<file path="config.mk">
export PLATFORM = sky130hd
export DESIGN_NAME = abs_share_arbiter
export DESIGN_NICKNAME = d
export VERILOG_FILES = /design/src/rtl/abs_arb_pkg.sv /design/src/rtl/abs_core.sv /design/src/rtl/abs_share_arbiter.sv
export SDC_FILE = /design/constraint.sdc
export NUM_CORES = 1
export LEC_CHECK = 0
export ABC_AREA = 1
export CAP_MARGIN = 15
export CELL_PAD_IN_SITES_DETAIL_PLACEMENT = 1
export CELL_PAD_IN_SITES_GLOBAL_PLACEMENT = 2
export CORE_MARGIN = 2
export CORE_UTILIZATION = 23
export CTS_BUF_LIST = sky130_fd_sc_hd__clkbuf_4
export DETAILED_ROUTE_END_ITERATION = 10
export GPL_ROUTABILITY_DRIVEN = 0
export PLACE_DENSITY_LB_ADDON = 0.1
export SLEW_MARGIN = 10
export SYNTH_ARGS = -nofsm -noshare
export SYNTH_HDL_FRONTEND = slang
export SYNTH_HIERARCHICAL = 1
export SYNTH_SLANG_ARGS = --single-unit
</file>
<file path="constraint.sdc">
create_clock -name clk -period 4.2 [get_ports clk]
set_input_delay 0.84 -clock clk [delete_from_list [all_inputs] [get_ports clk]]
set_output_delay 0.84 -clock clk [all_outputs]
set_load 0.05 [all_outputs]
</file>
<file path="src/rtl/abs_arb_pkg.sv">
// Shared constants and helpers for the shared absolute-value arbiter.
package abs_arb_pkg;

  localparam int unsigned W_DEFAULT = 32;
  // Largest requester count the round-robin picker supports.
  localparam int unsigned N_MAX     = 16;

  // Most negative two's-complement value of width w, zero-extended to 64 bits.
  function automatic logic [63:0] min_neg(int unsigned w);
    return 64'(1) << (w - 1);
  endfunction

  // One-hot pick of the first set request at or after ptr, wrapping modulo n.
  function automatic logic [N_MAX-1:0] rr_pick(logic [N_MAX-1:0] req, int unsigned ptr,
                                               int unsigned n);
    logic [N_MAX-1:0] pick;
    int unsigned      idx;
    logic             found;
    pick  = '0;
    found = 1'b0;
    for (int unsigned i = 0; i < N_MAX; i++) begin
      idx = (ptr + i) % n;
      if (i < n && !found && req[idx[3:0]]) begin
        pick[idx[3:0]] = 1'b1;
        found          = 1'b1;
      end
    end
    return pick;
  endfunction

endpackage

</file>
<file path="src/rtl/abs_core.sv">
// Combinational two's-complement absolute value with MIN_NEG flag and optional saturation.
module abs_core
  import abs_arb_pkg::*;
#(
  parameter int unsigned W = W_DEFAULT
) (
  input  logic [W-1:0] operand,
  input  logic         cfg_sat,
  output logic [W-1:0] result,
  output logic         ovf
);

  localparam logic [W-1:0] MinNeg = W'(min_neg(W));

  // MIN_NEG has no positive counterpart: flag it and either wrap or clamp.
  always_comb begin
    ovf = (operand == MinNeg);
    if (ovf) begin
      result = cfg_sat ? ~MinNeg : MinNeg;
    end else if (operand[W-1]) begin
      result = ~operand + W'(1);
    end else begin
      result = operand;
    end
  end

endmodule

</file>
<file path="src/rtl/abs_share_arbiter.sv">
// Round-robin arbiter sharing one abs_core among N requesters, with a registered result slot.
module abs_share_arbiter
  import abs_arb_pkg::*;
#(
  parameter  int unsigned N   = 4,
  parameter  int unsigned W   = W_DEFAULT,
  localparam int unsigned IDW = $clog2(N)
) (
  input  logic           clk,
  input  logic           rst_n,
  input  logic [N-1:0]   req_valid,
  output logic [N-1:0]   req_ready,
  input  logic [N*W-1:0] req_data,
  input  logic           cfg_sat,
  output logic           rsp_valid,
  input  logic           rsp_ready,
  output logic [W-1:0]   rsp_data,
  output logic [IDW-1:0] rsp_id,
  output logic           rsp_ovf
);

  logic [IDW-1:0] rr_ptr_q, rr_ptr_d;
  logic           rsp_valid_q;
  logic [W-1:0]   rsp_data_q;
  logic [IDW-1:0] rsp_id_q;
  logic           rsp_ovf_q;

  logic           slot_free;
  logic [N_MAX-1:0] pick;
  logic [N-1:0]   grant;
  logic [IDW-1:0] gnt_idx;
  logic [W-1:0]   operand;
  logic [W-1:0]   abs_result;
  logic           abs_ovf;

  // Slot accepts a new operand when empty or being drained this cycle.
  assign slot_free = ~rsp_valid_q | rsp_ready;

  // Grant selection; gated by rst_n so nothing is accepted while in reset.
  always_comb begin
    pick  = rr_pick(N_MAX'(req_valid), 32'(rr_ptr_q), N);
    grant = (slot_free && rst_n) ? pick[N-1:0] : '0;
  end

  assign req_ready = grant;

  // Encode the grant and mux the winning operand into the shared datapath.
  always_comb begin
    gnt_idx = '0;
    operand = '0;
    for (int unsigned i = 0; i < N; i++) begin
      if (grant[i]) begin
        gnt_idx = IDW'(i);
        operand = req_data[i*W +: W];
      end
    end
  end

  abs_core #(
    .W(W)
  ) u_abs_core (
    .operand(operand),
    .cfg_sat(cfg_sat),
    .result (abs_result),
    .ovf    (abs_ovf)
  );

  // Pointer advances past the winner only on an actual transfer.
  always_comb begin
    rr_ptr_d = rr_ptr_q;
    if (|grant) begin
      rr_ptr_d = (gnt_idx == IDW'(N - 1)) ? '0 : gnt_idx + IDW'(1);
    end
  end

  // Pointer register.
  always_ff @(posedge clk or negedge rst_n) begin
    if (!rst_n) begin
      rr_ptr_q <= '0;
    end else begin
      rr_ptr_q <= rr_ptr_d;
    end
  end

  // Output slot: load on transfer, clear on drain, otherwise hold.
  always_ff @(posedge clk or negedge rst_n) begin
    if (!rst_n) begin
      rsp_valid_q <= 1'b0;
      rsp_data_q  <= '0;
      rsp_id_q    <= '0;
      rsp_ovf_q   <= 1'b0;
    end else if (|grant) begin
      rsp_valid_q <= 1'b1;
      rsp_data_q  <= abs_result;
      rsp_id_q    <= gnt_idx;
      rsp_ovf_q   <= abs_ovf;
    end else if (rsp_ready) begin
      rsp_valid_q <= 1'b0;
    end
  end

  assign rsp_valid = rsp_valid_q;
  assign rsp_data  = rsp_data_q;
  assign rsp_id    = rsp_id_q;
  assign rsp_ovf   = rsp_ovf_q;

endmodule

</file>
run_1/clock_nets.png
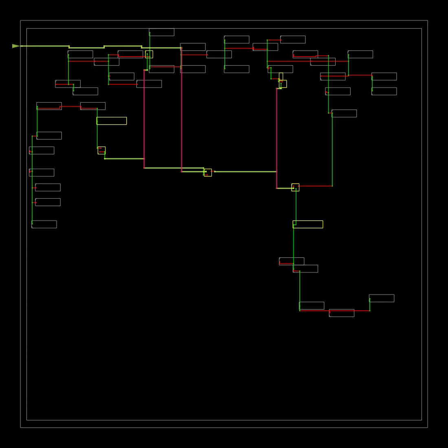
number of clock-tree buffers in the layout: 5
Latency at later pin: 0.40 ns

run_1/ff_map.png
Scale bar: 50 um. Other sequential cells in the stronger grey, the rest of the logic in the fainter grey.
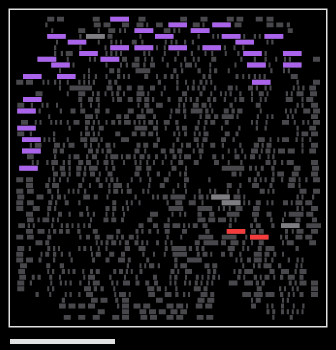
- red: rr_ptr_q (flops 2)
- purple: rsp_data (flops 32)

run_1/clock_wires.png
Scale bar: 50 um.
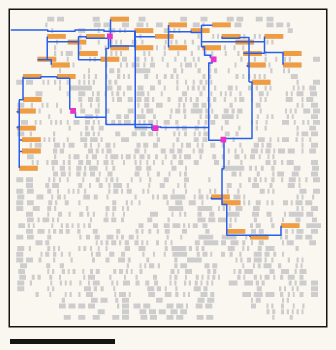
- magenta: clock-net drivers (count 5)
- orange: flip-flops (count 38)
- blue: clock wires (length 757 um)
- routed clock nets: 6

==> impl_metrics.toml, run 1 <==
# physical design summary
[clock_network]
cts_setup_buffers = 0
h-tree-depth = 2
cts_max_path_buffers = 2
numClockSinks = 38

[hold_path]
holdPathStages = 2
hold_start = "rsp_data[28]"

[cells_and_area]
drive_gt1_share_pct = 17.6
largest_class = "combinational gates"
combGateArea_mm2 = 0.00340
stdcell_area_mm2 = 0.00790
area_growth_pct = 61.4
comb-cell-share_pct = 43.1
regArea_um2 = 951
n_all_buffers = 294

[synthesis]
synth_stat.cells = 868
top_area_share_pct = 29.6
synthTopCellsByArea = "nand2_1 (30%), dfrtp_1 (19%), nand3_1 (11%), inv_1 (5.5%), nor2_1 (5.0%)"
ys_warn_count = 6
synth_top_cell_by_area = "nand2_1"
ys_ff = 38

[route]
ant_nets = 0
num_vias = 6232
routed_via_density = 4.43
first_pass_iters = 4
topRoutingLayerUsed = "met4"
drc = 0

[timing]
final.hold.worst_slack_ns = 0.495
worst_pin_slew_ns = 0.551
finClkSkew_ns = 0.0243

[worst_setup_path]
regToRegEndpoint = "rsp_data[30]"
crit_fanout = 11
cp_num_buf_inv = 6
worst-path-stages = 26
cp.required_ns = 4.54
critPathMaxStageDelay_ns = 0.45
endpoint = "rsp_data[31]"

[die]
tap_cells = 275
fp.coreArea_mm2 = 0.0210

[outcome]
outcome = "finished clean"
## run 1: sequential cells by signal, indices dropped and copies added (netlist names)
| register | count |
|---|---|
| rsp_data | 32 |
| rr_ptr_q | 2 |
| rsp_id | 2 |
| rsp_ovf | 1 |
| rsp_valid | 1 |
## run 1: worst register-to-register path: cells and delay by family (launching register included)
| kind | cells | cell delay (ns) |
|---|---|---|
| buf+inv | 6 | 0.75 |
| flops | 1 | 0.43 |
| simple gates | 21 | 2.09 |
| fa+ha+maj | 1 | 0.34 |
## run 1: cells in the mapped netlist (4+ instances only)
cell        n
o21ai_0    15
nor2_4      7
buf_6       6
nor2_2      8
or2_2       5
nand2_2    10
or2_0      16
inv_1      72
dfrtp_1    38
inv_2      12
nand2_1   386
buf_4       8
buf_2       6
nand3b_1    4
a21boi_1    9
nand3_2    11
ha_1        8
clkbuf_1   16
nand3_1   108
xor2_1      8
nand2_4     6
nand4_1    21
nor2_1     65
## run 1: kinds of logic (layout without fill, tap and decap cells)
family | after synthesis | count (layout) | share of synthesized area [%]
AND/OR/NAND/NOR | 659 | 659 | 61.9
AND-OR/OR-AND | 29 | 29 | 3.61
buffers and inverters | 124 | 387 | 11.2
flip-flops | 38 | 38 | 19.4
adder cells (fa/ha/maj) | 8 | 8 | 2.05
XOR/XNOR | 10 | 10 | 1.79
## run 1: routing by layer
metal  vias up  track usage [%]
li1       3231                -
met1      2866             27.4
met2       123             34.1
met3        12             2.77
met4         0             3.21
met5         -                0
==> run 2, diff against run 1 <==
Settings changed: CAP_MARGIN 15 to default, CORE_UTILIZATION 23 to 22, CTS_BUF_LIST sky130_fd_sc_hd__clkbuf_4 to default, CTS_CLUSTER_SIZE from default to 25.
==> run 2 against run 1 <==
  * Non-clock buffer count fell by 14
  * Flip-flop count unchanged
  * Wire length is 1.3% higher
  * Core utilization decreased by 1.4 points
  * Synthesized area unchanged
  * Critical path depth down 1
  * Sequential share of layout area hardly changed
  * Highest routed layer unchanged
==> impl_metrics.toml, run 2 <==
# physical design summary
[outcome]
outcome = "finished clean"

[synthesis]
synthTopCellsByArea = "nand2_1 (30%), dfrtp_1 (19%), nand3_1 (11%), inv_1 (5.5%), nor2_1 (5.0%)"
async_flop_share_pct = 100
ys_ff = 38
avgSynthCellArea_um2 = 5.64
synth_stat.cells = 868
ys.flop_type = "dfrtp_1"
syn_area_mm2 = 0.00489
ys_area_mm2 = 0.00489
synthCells = 868
yosysMostFrequentCell = "nand2_1"
ys_warn_count = 6
synth-edff-count = 0
synth_top_cell_by_area = "nand2_1"
ys_top_cells_by_count = "nand2_1 (386), nand3_1 (108), inv_1 (72)"
top_area_share_pct = 29.6

[die]
fp_util_pct = 22.4
dieArea_mm2 = 0.0235
rows = 54
fp.coreArea_mm2 = 0.0218
pin_count = 176

[route]
ant_nets = 0
drc = 0
routed_via_density = 4.47
first_pass_iters = 4
num_vias = 6245

[timing]
slew_violations = 0
fin_ws_ns = 0.332
worst_pin_slew_ns = 0.532
min_period_ns = 3.87
fmaxAchievable_mhz = 259
max-slew-margin-rel_pct = 64.4
finalSetupTns_ns = 0
finClkSkew_ns = 0.00437
post-route-period-util_pct = 92.1
final.hold.worst_slack_ns = 0.476

[cells_and_area]
drive_gt1_share_pct = 17.1
stdcell_area_mm2 = 0.00792
largest_reg_flops = 32
lay_top_count = "nand2_1"
fill_cells = 2862
combGateArea_mm2 = 0.00343
postLayoutCoreUtil_pct = 36.3
regArea_um2 = 951
antennaDiodeCount = 0
area_growth_pct = 61.9
final_layout_top_logic_cells = "nand2_1 (385), clkdlybuf4s50_1 (170), nand3_1 (108), buf_4 (97), inv_1 (70)"
num-nets-final = 1260

[global_routing]
grt_pass1_vias = 6558
antenna_found_initial = 0
grt_pass1_wl_mm = 35.9
overflow = 0

[clock_network]
cts_max_path_buffers = 2
h-tree-depth = 2
path_clk_slew_ns = 0.06
cts_tree = "built"
worstSkewPairLatency_ns = 0.29
cts_setup_buffers = 0
numClockSinks = 38

[worst_setup_path]
critPathMaxStageDelay_ns = 0.44
cp_num_buf_inv = 5
setup.worst_path.end_class = "flip-flop"
crit_family = "simple AND/OR/NAND/NOR gates"
crit_fanout = 23
worstPathArrival_ns = 4.04
start_kind = "input port"
criticalPathCategory = "input port to flip-flop"
cp.required_ns = 4.38

[placed_design]
port_buffers = 175
placed_cell_area_mm2 = 0.00769

[flow_run]
warning_count = 32
## run 2: cell families after synthesis
group                    count (synthesis)  share of synthesized area [%]
buffers and inverters                  124                           11.2
flip-flops                              38                           19.4
XOR/XNOR                                10                           1.79
AND-OR/OR-AND                           29                           3.61
adder cells (fa/ha/maj)                  8                           2.05
AND/OR/NAND/NOR                        659                           61.9
## run 2: timing repair
| item | 4_1_cts | 5_1_grt |
|---|---|---|
| hold buffers | 0 | 0 |
| resized | 0 | 8 |
| setup endpoints to repair | 0 | 15 |
## run 2: final cells by class
type	count	area share [%]
multi-input combinational	706	43.3
inverter	85	4.03
timing repair buffer	280	33.8
tap	280	4.42
sequential	38	12.0
clock buffer	6	1.75
clock inverter	2	0.758
## run 2: routing by layer
layer | routed length [um] | part of all wire, % | up-vias | track usage, %
li1 | - | - | 3205 | -
met3 | 923 | 4.1 | 12 | 2.30
met1 | 10700 | 48 | 2889 | 26.3
met5 | 0 | 0 | - | 0
met2 | 10500 | 47 | 139 | 33.3
met4 | 197 | 0.88 | 0 | 3.13
## run 2: worst paths after layout
check	from	endpoint	slack, ns	cells after the start
min in group asynchronous	rst_n	rsp_data[25]	0.67	2
min	rsp_data[22]	rsp_data[22]	0.48	2
max	req_valid[3]	rsp_data[28]	0.33	25
min reg2reg	rsp_data[22]	rsp_data[22]	0.48	2
max in group asynchronous	rst_n	rsp_data[4]	3.17	2
max reg2reg	rr_ptr_q[1]	rsp_data[28]	0.38	26
run_2/ff_map.png
Scale bar: 50 um. Other sequential cells in the stronger grey, the rest of the logic in the fainter grey.
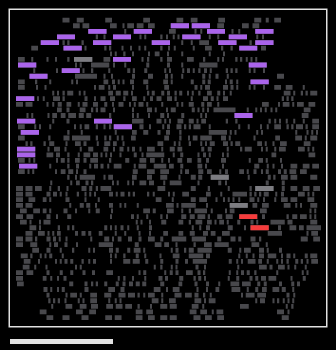
- purple: rsp_data (flops 32)
- red: rr_ptr_q (flops 2)

run_2/closeup.png
Window x 100 to 130, y 23 to 53 um. Cells in grey, sequential cells in the stronger grey; small squares are vias.
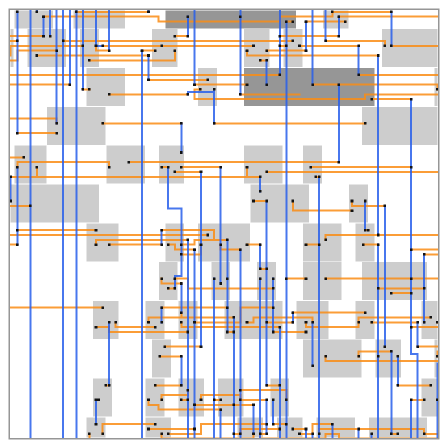
- blue: M2
- orange: M1
- netlist names of flops here include: rr_ptr_q (1)
- cells with their middle in the window: 51
- sequential cells in the window: 1
- most frequent: nand2_1 (14), nand3_1 (8), buf_4 (6)

==> run 3, diff against run 2 <==
Settings changed: SLEW_MARGIN 10 to 5.
==> run 3 against run 2 <==
  * Design area is the same
  * Count of clock-buffer cells in the layout stayed put
  * Clock skew unchanged
  * Highest routed layer unchanged
==> impl_metrics.toml, run 3 <==
# physical design summary
[cells_and_area]
num-nets-final = 1260
layoutNonFillerInstCount = 1397
final_layout_top_logic_cells = "nand2_1 (385), clkdlybuf4s50_1 (170), nand3_1 (108), buf_4 (97), inv_1 (70)"
antennaDiodeCount = 0
area_growth_pct = 61.9
stdcell_area_mm2 = 0.00792
postLayoutCoreUtil_pct = 36.3
largest_reg_flops = 32
drive_gt1_share_pct = 17.1
lay_top_count = "nand2_1"

[route]
num_vias = 6245
drt_first_iter_violations = 215
first_pass_iters = 4
routed_via_density = 4.47
ant_nets = 0
drc = 0

[worst_setup_path]
crit_family = "simple AND/OR/NAND/NOR gates"
worstPathArrival_ns = 4.04
criticalPathCategory = "input port to flip-flop"
critPathMaxStageDelay_ns = 0.44
crit_fanout = 23
cp_num_buf_inv = 5
cp.required_ns = 4.38
setup.worst_path.end_class = "flip-flop"

[clock_network]
worstSkewPairLatency_ns = 0.29
cts_max_path_buffers = 2
numClockSinks = 38
cts_resized = 0
path_clk_slew_ns = 0.06
cts_tree = "built"
h-tree-depth = 2

[synthesis]
synthXorXnorAreaFrac_pct = 1.79
mux_area_share_pct = 0
synth_stat.cells = 868
simple_gate_share_pct = 61.9
async_flop_share_pct = 100
synthTopCellsByArea = "nand2_1 (30%), dfrtp_1 (19%), nand3_1 (11%), inv_1 (5.5%), nor2_1 (5.0%)"
ys_sh_adder_pct = 2.05
avgSynthCellArea_um2 = 5.64
logic_family = "simple AND/OR/NAND/NOR gates"
syn_area_mm2 = 0.00489
ys.flop_type = "dfrtp_1"
synth-edff-count = 0
ys_warn_count = 6
yosysMostFrequentCell = "nand2_1"
ys_top_cells_by_count = "nand2_1 (386), nand3_1 (108), inv_1 (72)"
synth_top_cell_by_area = "nand2_1"
ys_area_mm2 = 0.00489
aoi_share_pct = 3.61
top_area_share_pct = 29.6
ys_ff = 38

[timing]
final.hold.worst_slack_ns = 0.476
fin_ws_ns = 0.332
finClkSkew_ns = 0.00437
fmaxAchievable_mhz = 259
post-route-period-util_pct = 92.1
rsz0062_at_grt = "false"
worst_pin_slew_ns = 0.532
min_period_ns = 3.87
max-slew-margin-rel_pct = 64.4
finalSetupTns_ns = 0

[die]
fp_util_pct = 22.4
fp.coreArea_mm2 = 0.0218
rows = 54
pin_count = 176
dieArea_mm2 = 0.0235

[outcome]
outcome = "finished clean"

[global_routing]
overflow = 0
grt_pass1_wl_mm = 35.9
antenna_found_initial = 0
grt_pass1_vias = 6558

[placed_design]
placed_cell_area_mm2 = 0.00769
port_buffers = 175
placed_cells = 1389

[flow_run]
warning_count = 32
run 3: cell counts in the layout (fill, tap and decap cells not counted):
Identical to the previous run, type by type.
run 3: area by class of cell:
type | instances | area, um2
clock buffers | 6 | 139
clock inverters | 2 | 60.1
fillers | 2862 | 13900
inverters | 85 | 319
multi-input cells | 706 | 3430
flip-flops and latches | 38 | 951
well taps | 280 | 350
repair buffers | 280 | 2680
run 3: layer usage:
metal  part of all wire, %  up-vias  GRT usage [%]
met5                     0        -              0
met4                  0.88        0           3.13
met3                   4.1       12           2.30
met2                    47      139           33.3
met1                    48     2889           26.3
li1                      -     3205              -
run 3: path summary, 6_finish.rpt:
path,start,end,slack [ns],cells past startpoint
worst max-delay path,req_valid[3],rsp_data[28],0.33,25
worst min register to register,rsp_data[22],rsp_data[22],0.48,2
worst min-delay path,rsp_data[22],rsp_data[22],0.48,2
max in group asynchronous,rst_n,rsp_data[4],3.17,2
worst max register to register,rr_ptr_q[1],rsp_data[28],0.38,26
min in group asynchronous,rst_n,rsp_data[25],0.67,2
run 3: logic make-up (layout without fill, tap and decap cells):
logic type / count (synthesis) / count (layout)
AND-OR/OR-AND: 29 / 29
adder cells (fa/ha/maj): 8 / 8
flip-flops: 38 / 38
AND/OR/NAND/NOR: 659 / 659
buffers and inverters: 124 / 373
XOR/XNOR: 10 / 10
run_3/ff_map.png
Scale bar: 50 um. Other sequential cells in the stronger grey, the rest of the logic in the fainter grey.
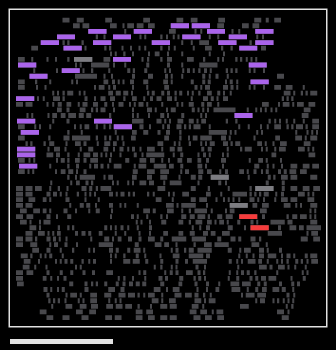
- red: rr_ptr_q (flops 2)
- purple: rsp_data (flops 32)
- not coloured: 4

run_3/clock_wires.png
Scale bar: 50 um.
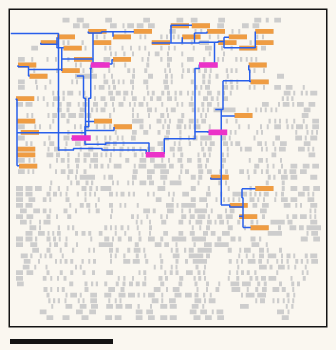
- blue: clock wires (length 772 um)
- magenta: clock-net drivers (count 5)
- orange: flip-flops (count 38)
- routed clock nets: 6

